File: src/rtl/call_dispatcher.sv
// call_dispatcher: lift call latch and sweep scheduler.
// Raw call buttons are synchronized, optionally debounced, and edge-detected
// into a pending mask. A three-state sweep scheduler (IDLE / SWEEP_UP /
// SWEEP_DOWN) picks the next target floor from that mask.
// Optional feature: define CALL_DISPATCHER_DEBOUNCE_EN to add a per-bit
// debounce filter of DEB_CYCLES consecutive equal samples.
// Handshake: target_valid=1 means target_floor names a floor that is still
// pending. There is no ready; the lift controller acknowledges a target by
// opening the doors at that floor, which clears the call.
module call_dispatcher #(
    parameter int N_FLOORS   = 8,
    parameter int DEB_CYCLES = 16
) (
    input  logic       clk,
    input  logic       rst,
    input  logic [7:0] call_btn,
    input  logic [2:0] cur_floor,
    input  logic       doors_open,
    output logic [2:0] target_floor,
    output logic       target_valid,
    output logic       dir_up,
    output logic [7:0] pending,
    output logic [1:0] fsm_state
);

    typedef enum logic [1:0] {
        IDLE       = 2'd0,
        SWEEP_UP   = 2'd1,
        SWEEP_DOWN = 2'd2
    } state_t;

    // Only floors below N_FLOORS can ever latch a call.
    localparam logic [8:0] MASK9      = (9'd1 << N_FLOORS) - 9'd1;
    localparam logic [7:0] FLOOR_MASK = MASK9[7:0];

    state_t     state;
    logic [7:0] sync1;
    logic [7:0] sync2;
    logic [7:0] filt;
    logic [7:0] prev;
    logic [7:0] rise;
    logic [7:0] clr;
    logic [8:0] settle;

    assign fsm_state = state;

    // Two-flop synchronizer on the raw buttons.
    always_ff @(posedge clk) begin
        if (rst) begin
            sync1 <= 8'd0;
            sync2 <= 8'd0;
        end else begin
            sync1 <= call_btn;
            sync2 <= sync1;
        end
    end

`ifdef CALL_DISPATCHER_DEBOUNCE_EN
    localparam logic [7:0] DEB_LAST = 8'(DEB_CYCLES - 1);
    // Edges are ignored until the debounced level has had time to reflect a
    // button held through reset.
    localparam logic [8:0] SETTLE_INIT = 9'(DEB_CYCLES + 3);

    logic [7:0] deb_level;
    logic [7:0] deb_cnt [8];

    // Per-bit debounce: a new level is accepted on its DEB_CYCLES-th
    // consecutive sample.
    always_ff @(posedge clk) begin
        if (rst) begin
            deb_level <= 8'd0;
            for (int i = 0; i < 8; i++) deb_cnt[i] <= 8'd0;
        end else begin
            for (int i = 0; i < 8; i++) begin
                if (sync2[i] == deb_level[i]) begin
                    deb_cnt[i] <= 8'd0;
                end else if (deb_cnt[i] == DEB_LAST) begin
                    deb_level[i] <= sync2[i];
                    deb_cnt[i]   <= 8'd0;
                end else begin
                    deb_cnt[i] <= deb_cnt[i] + 8'd1;
                end
            end
        end
    end

    assign filt = deb_level;
`else
    // Edges are ignored until the synchronizer and edge register have
    // caught up with a button held through reset.
    localparam logic [8:0] SETTLE_INIT = 9'd3;

    assign filt = sync2;
`endif

    // Post-reset settle window and edge-detect history.
    always_ff @(posedge clk) begin
        if (rst) begin
            settle <= SETTLE_INIT;
            prev   <= 8'd0;
        end else begin
            prev <= filt;
            if (settle != 9'd0) settle <= settle - 9'd1;
        end
    end

    assign rise = filt & ~prev & FLOOR_MASK & {8{settle == 9'd0}};
    assign clr  = doors_open ? (8'd1 << cur_floor) : 8'd0;

    // Pending latch: set on rising edge, clear at the open-door floor; the
    // clear wins for the same bit so a press at an open door is discarded.
    always_ff @(posedge clk) begin
        if (rst) pending <= 8'd0;
        else     pending <= (pending | rise) & ~clr & FLOOR_MASK;
    end

    logic       any_up;
    logic       any_down;
    logic [2:0] lo_up;
    logic [2:0] hi_down;

    // Nearest pending floor at/above and at/below the car.
    always_comb begin
        any_up   = 1'b0;
        any_down = 1'b0;
        lo_up    = 3'd0;
        hi_down  = 3'd0;
        for (int i = 7; i >= 0; i--) begin
            if (pending[i] && (3'(i) >= cur_floor)) begin
                any_up = 1'b1;
                lo_up  = 3'(i);
            end
        end
        for (int i = 0; i < 8; i++) begin
            if (pending[i] && (3'(i) <= cur_floor)) begin
                any_down = 1'b1;
                hi_down  = 3'(i);
            end
        end
    end

    // Sweep scheduler with registered outputs, one cycle behind pending.
    always_ff @(posedge clk) begin
        if (rst) begin
            state        <= IDLE;
            target_floor <= 3'd0;
            target_valid <= 1'b0;
            dir_up       <= 1'b1;
        end else if (pending == 8'd0) begin
            state        <= IDLE;
            target_valid <= 1'b0;
        end else begin
            target_valid <= 1'b1;
            case (state)
                SWEEP_DOWN: begin
                    if (any_down) begin
                        target_floor <= hi_down;
                        dir_up       <= 1'b0;
                    end else begin
                        state        <= SWEEP_UP;
                        target_floor <= lo_up;
                        dir_up       <= 1'b1;
                    end
                end
                default: begin
                    // IDLE and SWEEP_UP both prefer the upward direction.
                    if (any_up) begin
                        state        <= SWEEP_UP;
                        target_floor <= lo_up;
                        dir_up       <= 1'b1;
                    end else begin
                        state        <= SWEEP_DOWN;
                        target_floor <= hi_down;
                        dir_up       <= 1'b0;
                    end
                end
            endcase
        end
    end

endmodule

File: config.mk
export PLATFORM = sky130hd
export DESIGN_NAME = call_dispatcher
export DESIGN_NICKNAME = d
export VERILOG_FILES = /design/src/rtl/call_dispatcher.sv
export SDC_FILE = /design/constraint.sdc
export NUM_CORES = 1
export LEC_CHECK = 0
export ABC_CLOCK_PERIOD_IN_PS = 1580
export CORE_MARGIN = 4
export CORE_UTILIZATION = 28
export DETAILED_ROUTE_END_ITERATION = 10
export REMOVE_ABC_BUFFERS = 1
export SLEW_MARGIN = 40
export SYNTH_ARGS = -nofsm -noshare
export SYNTH_HDL_FRONTEND = slang
export SYNTH_SLANG_ARGS = --single-unit
File: constraint.sdc
create_clock -name clk -period 1.58 [get_ports clk]
set_input_delay 0.158 -clock clk [delete_from_list [all_inputs] [get_ports clk]]
set_output_delay 0.158 -clock clk [all_outputs]
set_load 0.01 [all_outputs]
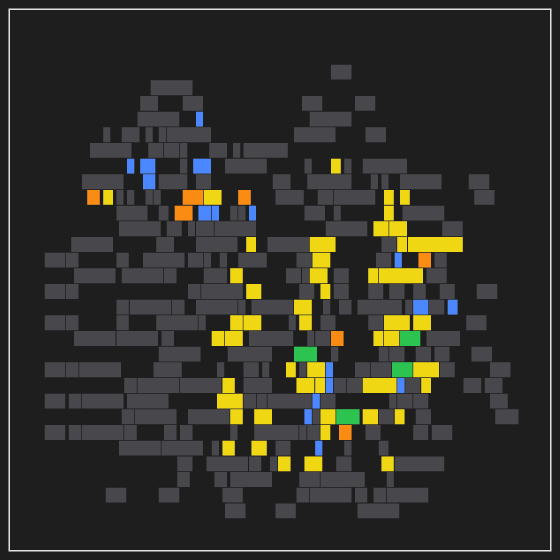
**Above:** run 1 (gate-type map).
inverting AOI/OAI gates -> yellow  # cells 49
AND and OR gates -> orange  # cells 7
NAND gates -> blue  # cells 17
AND-OR and OR-AND gates -> green  # cells 4
multi-input gate share of total cell area: 35.90%
Non-Filler Instances: 383
Top cell excl fill/tap: dfxtp_1

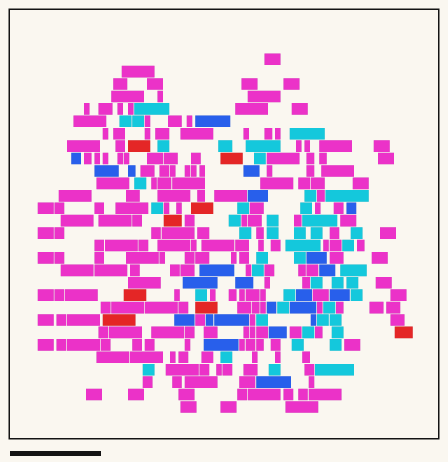
**Above:** run 1 (cells by drive strength).
Bar = 20 um.
drive 1 or less -> magenta  # cells 209, most used dfxtp_1
drive 3 to 4 -> cyan  # cells 47, most used buf_4
drive 6 and up -> red  # cells 8, most used clkbuf_8
drive 2 -> blue  # cells 23, most used dfxtp_2

==> flow_metrics.env, run 1 <==
# yosys + openroad results
export IMPL_cap_violations=0
export IMPL_synthArstFlopShare_pct=0
export IMPL_layout_drive_gt1_share_pct=27.18
export IMPL_synthAdderAreaFrac_pct=0.6079
export IMPL_antenna_found_initial=0
export IMPL_coreArea_sq_um=6982
export IMPL_wl_per_cell_um=12.55
export IMPL_nets=301
export IMPL_skew_ns=0.005855
export IMPL_std_cell_rows=30
export IMPL_synth_avg_cell_area_sq_um=9.313
export IMPL_gp_congestion=0.8605
export IMPL_p_clk_share_pct=27.3
export IMPL_postSynthCellCount=221
export IMPL_grt_pass1_wl_um=8004
export IMPL_dpl_cell_area_sq_um=2661
export IMPL_p_sw_uw=698.3
export IMPL_hold_end="sync1[1]"
export IMPL_clock_tree_area_fraction_pct=3.032
export IMPL_path_cells="nor4_4 > nand4_1 > and4b_1 > xnor2_1 > nor2_1"
export IMPL_critical_path_max_fanout=6
export IMPL_tap_cell_count=96
export IMPL_largest_reg_flops=9
export IMPL_tritoncts="done"
export IMPL_critPathSlowestCell="nor4_4"
export IMPL_max_flop_register="settle"
export IMPL_die_y_um=93.74
export IMPL_drc=0
export IMPL_drt_met1_wl_um=2166
export IMPL_vias=1780
export IMPL_synth_edff_count=0
export IMPL_ys_seq_share_pct=46.69
export IMPL_r2r_end="settle[7]"
export IMPL_grt_use_met1_pct=14.50
export IMPL_dr_pass1_iters=4
export IMPL_cp_arrival_ns=1.76
export IMPL_logic_area_sq_um=1037
export IMPL_busiest_layer="met2"
export IMPL_nFillCells=722
export IMPL_ys_flop_type="dfxtp_1"
export IMPL_crit_end="settle[7]"
export IMPL_n_all_inverters=18
export IMPL_cts_made_buffers=5
export IMPL_worst_slew_pin_slew_ns=0.4032
export IMPL_portBuffers=28
export IMPL_combinationalPowerShare_pct=21.0
export IMPL_max_stage_delay_ns=0.36
export IMPL_reg2reg_depth=5
export IMPL_crit_cells=5
export IMPL_finalSetupTns_ns=0
export IMPL_logic_family="simple AND/OR/NAND/NOR gates"
export IMPL_clkbuf_count=5
export IMPL_grt_util_met3_pct=3.285
export IMPL_top_area_cell="dfxtp_1"
export IMPL_met2WireLength_um=2235
export IMPL_dr_max_layer_used="met4"
export IMPL_fin_crit_sh_pct=98.60
export IMPL_critPathBufInv=0
export IMPL_whs_path_depth=2
export IMPL_layout_min_cycle_time_ns=1.558
export IMPL_comb_cells=144
export IMPL_max_freq_mhz=641.9
export IMPL_fp_util_pct=29.48
export IMPL_yosys_area_share_simple_pct=24.44
export IMPL_grt_total_usage_pct=11.29
export IMPL_diodes=0
export IMPL_layout_setup_ws_ns=0.02217
export IMPL_pwr_share_seq_pct=51.7
export IMPL_required_ns=1.78
export IMPL_first_global_vias=1687
export IMPL_place_ws_ns=-0.4098
export IMPL_crit_path_end_kind="flop"
export IMPL_buffers=69
export IMPL_die_w_um=93.74
export IMPL_largestClassByArea="combinational gates"
export IMPL_power_total_uw=2579
export IMPL_rsz0062_at_grt="true"
export IMPL_grt_met2_usage_pct=18.15
export IMPL_holdWs_ns=0.4007
export IMPL_outcome="completed"
export IMPL_ys_area_sq_um=2058
export IMPL_worstSetupPathType="flop to flop"
export IMPL_comb_power_uw=542
export IMPL_slew_headroom_pct=73.12
export IMPL_fin_area_sq_um=2889
export IMPL_p_int_uw=1881
export IMPL_post_cts_resized=8
export IMPL_warnings=26
export IMPL_htree_levels=2
export IMPL_syn_area_sq_um=2058
export IMPL_synth_distinct_cells=52
export IMPL_synthXorXnorAreaFrac_pct=2.128
export IMPL_p_clk_uw=705
export IMPL_yosysWarnings=0
export IMPL_initialDrtViolationCount=54
export IMPL_mux_area_share_pct=0.4863
export IMPL_clock_sinks=48
export IMPL_ir_worst_vdd_mv=0.5006
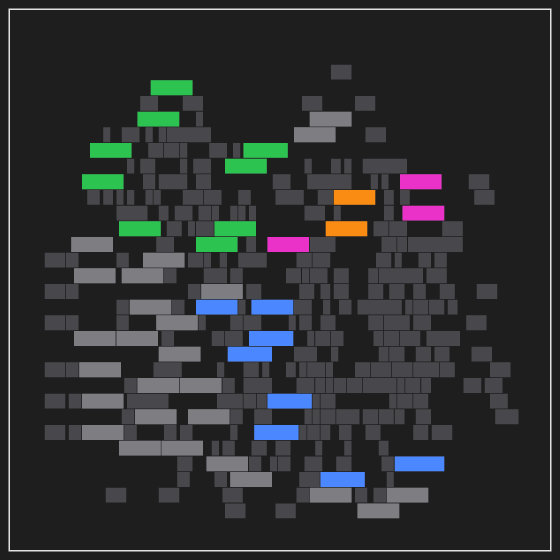
**Above:** run 1 (sequential cells grouped by signal name).
Other sequential cells in the stronger gray, the rest of the logic in the fainter gray.
target_floor -> magenta  # flops 3
pending -> blue  # flops 8
fsm_state -> orange  # flops 2
settle -> green  # flops 9
Sequential Power: 1330 uW
Flop area: 972.2 sq um
final core utilization: 41.38%
register share of the cell area: 33.65%

==> run 2: changes to the inputs <==
--- a/config.mk
+++ b/config.mk
@@ -14,3 +14,4 @@
 export SYNTH_ARGS = -nofsm -noshare
 export SYNTH_HDL_FRONTEND = slang
 export SYNTH_SLANG_ARGS = --single-unit
+export TNS_END_PERCENT = 100
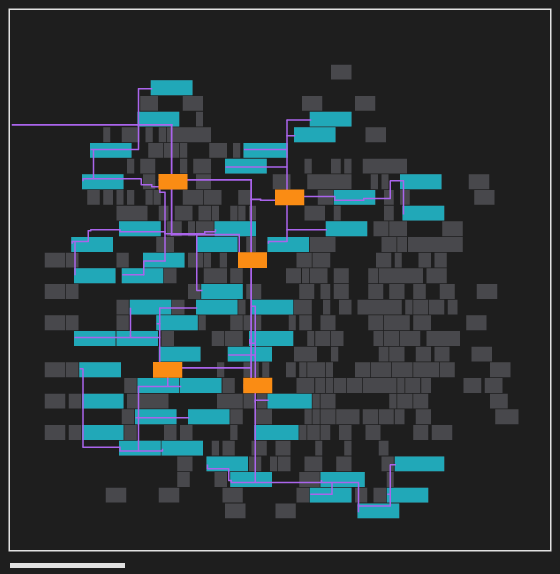
**Above:** run 2 (clock distribution).
Bar = 20 um.
cells driving clock nets -> orange  # count 5
clock wires -> purple  # length 540 um
flip-flops -> cyan  # count 48
routed clock nets = 6
Clk pwr share: 27.3%
clk_skew: 0.005855 ns
worst skew pair latency: 0.30 ns

==> run 2 against run 1 <==
Against the previous run:
- area after synthesis is the same
- maximum frequency is the same
- via count is the same
- worst hold slack is the same
- synthesized cell count is the same
- routed wire length is the same
- critical endpoint unchanged
==> flow_metrics.env, run 2 <==
# yosys + openroad results
export IMPL_outcome="completed"
export IMPL_busiest_layer="met2"
export IMPL_grt_pass1_wl_um=8004
export IMPL_crit_path_end_kind="flop"
export IMPL_fin_util_pct=41.38
export IMPL_gp_congestion=0.8605
export IMPL_largest_reg_flops=9
export IMPL_logic_area_sq_um=1037
export IMPL_syn_area_sq_um=2058
export IMPL_top_area_cell="dfxtp_1"
export IMPL_ys_flop_type="dfxtp_1"
export IMPL_clock_tree_area_fraction_pct=3.032
export IMPL_finalSetupTns_ns=0
export IMPL_nFillCells=722
export IMPL_wl_per_cell_um=12.55
export IMPL_grt_total_usage_pct=11.29
export IMPL_max_stage_delay_ns=0.36
export IMPL_dpl_cell_area_sq_um=2661
export IMPL_grt_use_met1_pct=14.50
export IMPL_first_global_vias=1687
export IMPL_comb_power_uw=542
export IMPL_tritoncts="done"
export IMPL_cap_violations=0
export IMPL_layout_setup_ws_ns=0.02217
export IMPL_critPathBufInv=0
export IMPL_power_total_uw=2579
export IMPL_layout_drive_gt1_share_pct=27.18
export IMPL_post_cts_resized=8
export IMPL_coreArea_sq_um=6982
export IMPL_ys_seq_share_pct=46.69
export IMPL_r2r_end="settle[7]"
export IMPL_pwr_share_seq_pct=51.7
export IMPL_seq_power_uw=1330
export IMPL_combinationalPowerShare_pct=21.0
export IMPL_logic_family="simple AND/OR/NAND/NOR gates"
export IMPL_seq_area_sq_um=972.2
export IMPL_hold_end="sync1[1]"
export IMPL_clkbuf_count=5
export IMPL_grt_util_met3_pct=3.285
export IMPL_fp_util_pct=29.48
export IMPL_cts_made_buffers=5
export IMPL_reg2reg_depth=5
export IMPL_seq_area_share_pct=33.65
export IMPL_slew_headroom_pct=73.12
export IMPL_whs_path_depth=2
export IMPL_synthAdderAreaFrac_pct=0.6079
export IMPL_worstSetupPathType="flop to flop"
export IMPL_diodes=0
export IMPL_nets=301
export IMPL_drc=0
export IMPL_mux_area_share_pct=0.4863
export IMPL_synth_avg_cell_area_sq_um=9.313
export IMPL_required_ns=1.78
export IMPL_warnings=26
export IMPL_dr_pass1_iters=4
export IMPL_clock_sinks=48
export IMPL_largestClassByArea="combinational gates"
export IMPL_layout_cells_non_filler=383
export IMPL_critPathSlowestCell="nor4_4"
export IMPL_yosys_area_share_simple_pct=24.44
export IMPL_antenna_found_initial=0
export IMPL_crit_cells=5
export IMPL_worst_slew_pin_slew_ns=0.4032
export IMPL_ys_area_sq_um=2058
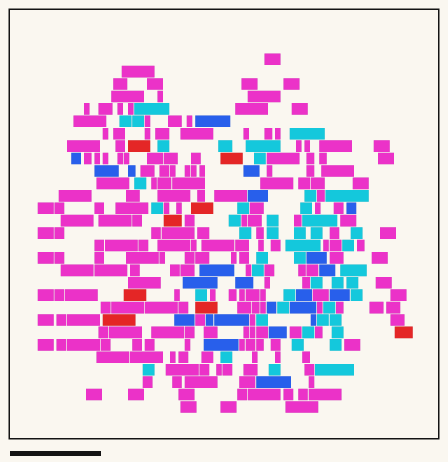
**Above:** run 2 (cells by drive strength).
Bar = 20 um.
drive 1 or less -> magenta  # cells 209, most used dfxtp_1
drive 3 to 4 -> cyan  # cells 47, most used buf_4
drive 6 and up -> red  # cells 8, most used clkbuf_8
drive 2 -> blue  # cells 23, most used dfxtp_2

**Run 2: sequential cells grouped by signal name**

Other sequential cells in the stronger gray, the rest of the logic in the fainter gray.
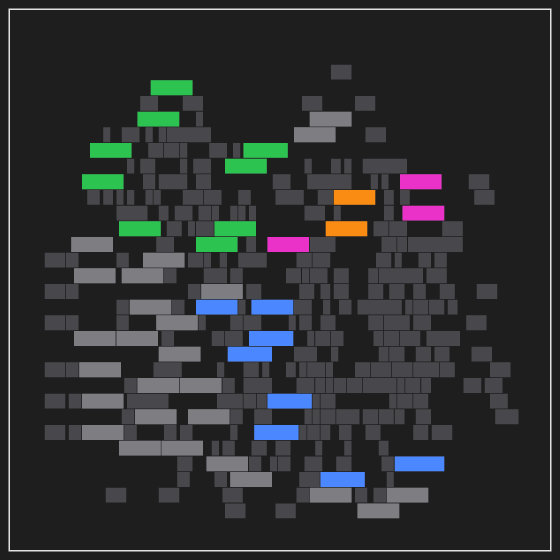

==> run 3: changes to the inputs <==
--- a/config.mk
+++ b/config.mk
@@ -6,7 +6,6 @@
 export NUM_CORES = 1
 export LEC_CHECK = 0
 export ABC_CLOCK_PERIOD_IN_PS = 1580
-export CORE_MARGIN = 4
 export CORE_UTILIZATION = 28
 export DETAILED_ROUTE_END_ITERATION = 10
 export REMOVE_ABC_BUFFERS = 1
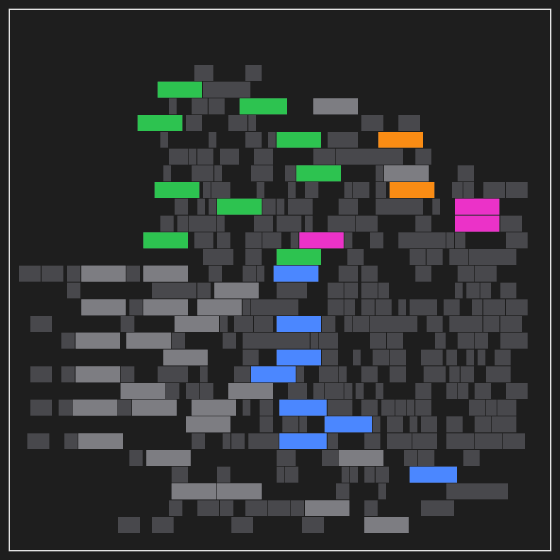
**Above:** run 3 (sequential cells grouped by signal name).
Other sequential cells in the stronger gray, the rest of the logic in the fainter gray.
fsm_state -> orange  # flops 2
settle -> green  # flops 9
target_floor -> magenta  # flops 3
pending -> blue  # flops 8
not colored = 26

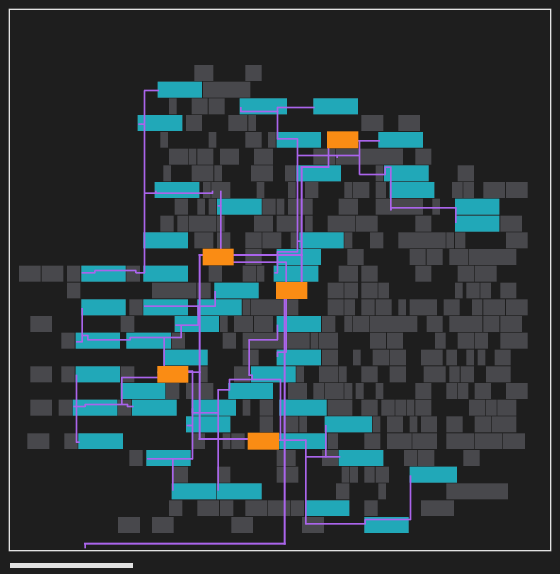
**Above:** run 3 (clock distribution).
Bar = 20 um.
flip-flops -> cyan  # count 48
cells driving clock nets -> orange  # count 5
clock wires -> purple  # length 583 um
routed clock nets = 6
Clk power: 1060 uW
Clk pwr share: 35.6%
clk_skew: 0.006277 ns

==> run 3 against run 2 <==
Against the previous run:
- the run now ends with negative setup slack left
- global-route usage grew 1.4 points
- sequential cell count is the same
- power up 15%
- worst hold slack worse by 0.029 ns
- die area down 12%
- synthesized cell count is the same
- critical path depth is 2 higher
- sequential power barely moved
- maximum frequency down 5.6%
- first-iteration DRC count is 7.4% higher
- via count is 1.8% higher
- core utilization up 2.2 points
==> flow_metrics.env, run 3 <==
# yosys + openroad results
export IMPL_critical_path_max_fanout=6
export IMPL_comb_power_uw=578
export IMPL_warnings=27
export IMPL_clkbuf_count=5
export IMPL_synth_avg_cell_area_sq_um=9.313
export IMPL_mux_area_share_pct=0.4863
export IMPL_path_cells="buf_6 > nor3_1 > o32ai_4 > nor4_4 > buf_4 > o211ai_1 > a21oi_1"
export IMPL_combinationalPowerShare_pct=19.5
export IMPL_grt_met2_usage_pct=20.23
export IMPL_ys_area_sq_um=2058
export IMPL_logic_area_sq_um=1046
export IMPL_std_cell_rows=30
export IMPL_fin_util_pct=43.59
export IMPL_ys_seq_share_pct=46.69
export IMPL_required_ns=1.82
export IMPL_antenna_found_initial=0
export IMPL_finalSetupTns_ns=-0.1858
export IMPL_rsz0062_at_grt="true"
export IMPL_power_total_uw=2967
export IMPL_seq_cells=48
export IMPL_ys_flops=48
export IMPL_dr_pass1_iters=4
export IMPL_synthXorXnorAreaFrac_pct=2.128
export IMPL_outcome="finished with violations"
export IMPL_layout_setup_ws_ns=-0.07053
export IMPL_reg2reg_depth=7
export IMPL_cts_buffer_depth=2
export IMPL_post_cts_buffers=1
export IMPL_pwr_share_seq_pct=45.0
export IMPL_max_stage_delay_ns=0.37
export IMPL_worstSetupPathType="flop to flop"
export IMPL_synth_edff_count=0
export IMPL_crit_end="target_floor[1]"
export IMPL_post_cts_resized=4
export IMPL_whs_path_depth=4
export IMPL_synth_top_area_share_pct=46.69
export IMPL_fp_util_pct=29.64
export IMPL_drc=0
export IMPL_grt_total_usage_pct=12.70
export IMPL_hpwl_um=3343
export IMPL_worstHoldStart="cur_floor[1]"
export IMPL_finalMaxSlewViolations=0
export IMPL_synthTopCellsByArea="dfxtp_1, nor2b_1, nor2_1, inv_1, nor4_4"
export IMPL_p_sw_uw=728.8
export IMPL_first_global_vias=1602
export IMPL_wl_um=4898
export IMPL_clock_tree_area_fraction_pct=4.547
export IMPL_syn_area_sq_um=2058
export IMPL_fin_crit_sh_pct=104.5
export IMPL_setup_violations=4
export IMPL_die_y_um=87.74
export IMPL_leakagePower_uw=0.001167
export IMPL_drt_met1_wl_um=2247
export IMPL_start_kind="flop"
export IMPL_path_delay_family="simple AND/OR/NAND/NOR gates"
export IMPL_tap_cell_count=96
export IMPL_critPathBufInv=2
export IMPL_seq_area_share_pct=31.96
export IMPL_nets=310
export IMPL_synthAdderAreaFrac_pct=0.6079
export IMPL_seq_power_uw=1330
export IMPL_largest_reg_flops=9
export IMPL_clock_sinks=48
export IMPL_insertion_delay_ns=0.30
export IMPL_gp_congestion=0.8127
export IMPL_cap_violations=0
export IMPL_ant_nets=0
export IMPL_common_cells="dfxtp_1, nor2b_1, nor2_1"
export IMPL_nFillCells=687
export IMPL_die_w_um=87.74
export IMPL_ys_flop_type="dfxtp_1"
export IMPL_critPathSlowestCell="nor3_1"
export IMPL_coreArea_sq_um=6944
export IMPL_dpl_cell_area_sq_um=2669
export IMPL_seq_area_sq_um=967.2
export IMPL_dp_cells=369
export IMPL_crit_cells=7
export IMPL_slew_headroom_pct=68.27
export IMPL_layout_cells_non_filler=392
export IMPL_finalHoldViolations=0
export IMPL_logic_family="simple AND/OR/NAND/NOR gates"
export IMPL_worst_slew_pin_slew_ns=0.4723
export IMPL_wl_per_cell_um=12.49
export IMPL_cp_arrival_ns=1.89
export IMPL_tritoncts="done"
export IMPL_violations="negative setup slack"
export IMPL_yosys_area_share_simple_pct=24.44
export IMPL_busiest_layer="met2"
export IMPL_dr_max_layer_used="met4"
export IMPL_grt_use_met1_pct=15.93
export IMPL_post_synth_top_count_cell="dfxtp_1"
export IMPL_grt_pass1_wl_um=7424
export IMPL_grt_util_met3_pct=3.016
export IMPL_comb_area_share_pct=34.56
export IMPL_fp_dieArea_sq_um=7697
export IMPL_crit_path_end_kind="flop"
export IMPL_diodes=0
export IMPL_setup_worst_path_start="pending[4]"
export IMPL_r2r_end="target_floor[1]"
export IMPL_layout_drive_gt1_share_pct=29.39
export IMPL_cts_made_buffers=5
export IMPL_hold_end="pending[6]"
export IMPL_largestClassByArea="combinational gates"
export IMPL_top_area_cell="dfxtp_1"
export IMPL_r2r_slack_ns=-0.07

==> screenshots <==
Clock wiring as the flow saved it.
panel A
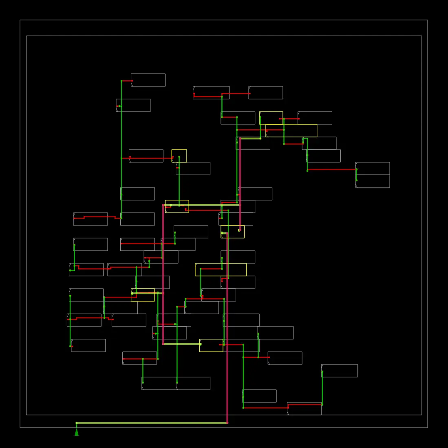
panel B
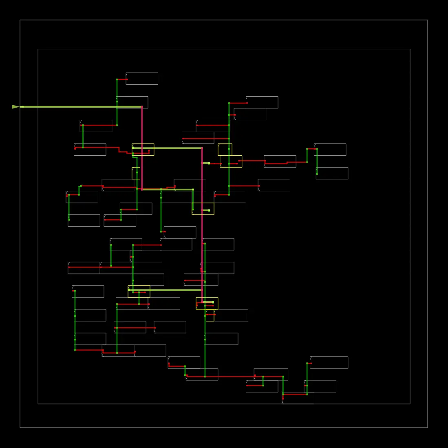
run 3: panel A
run 1: panel B

Power and IR drop assume default switching activity.
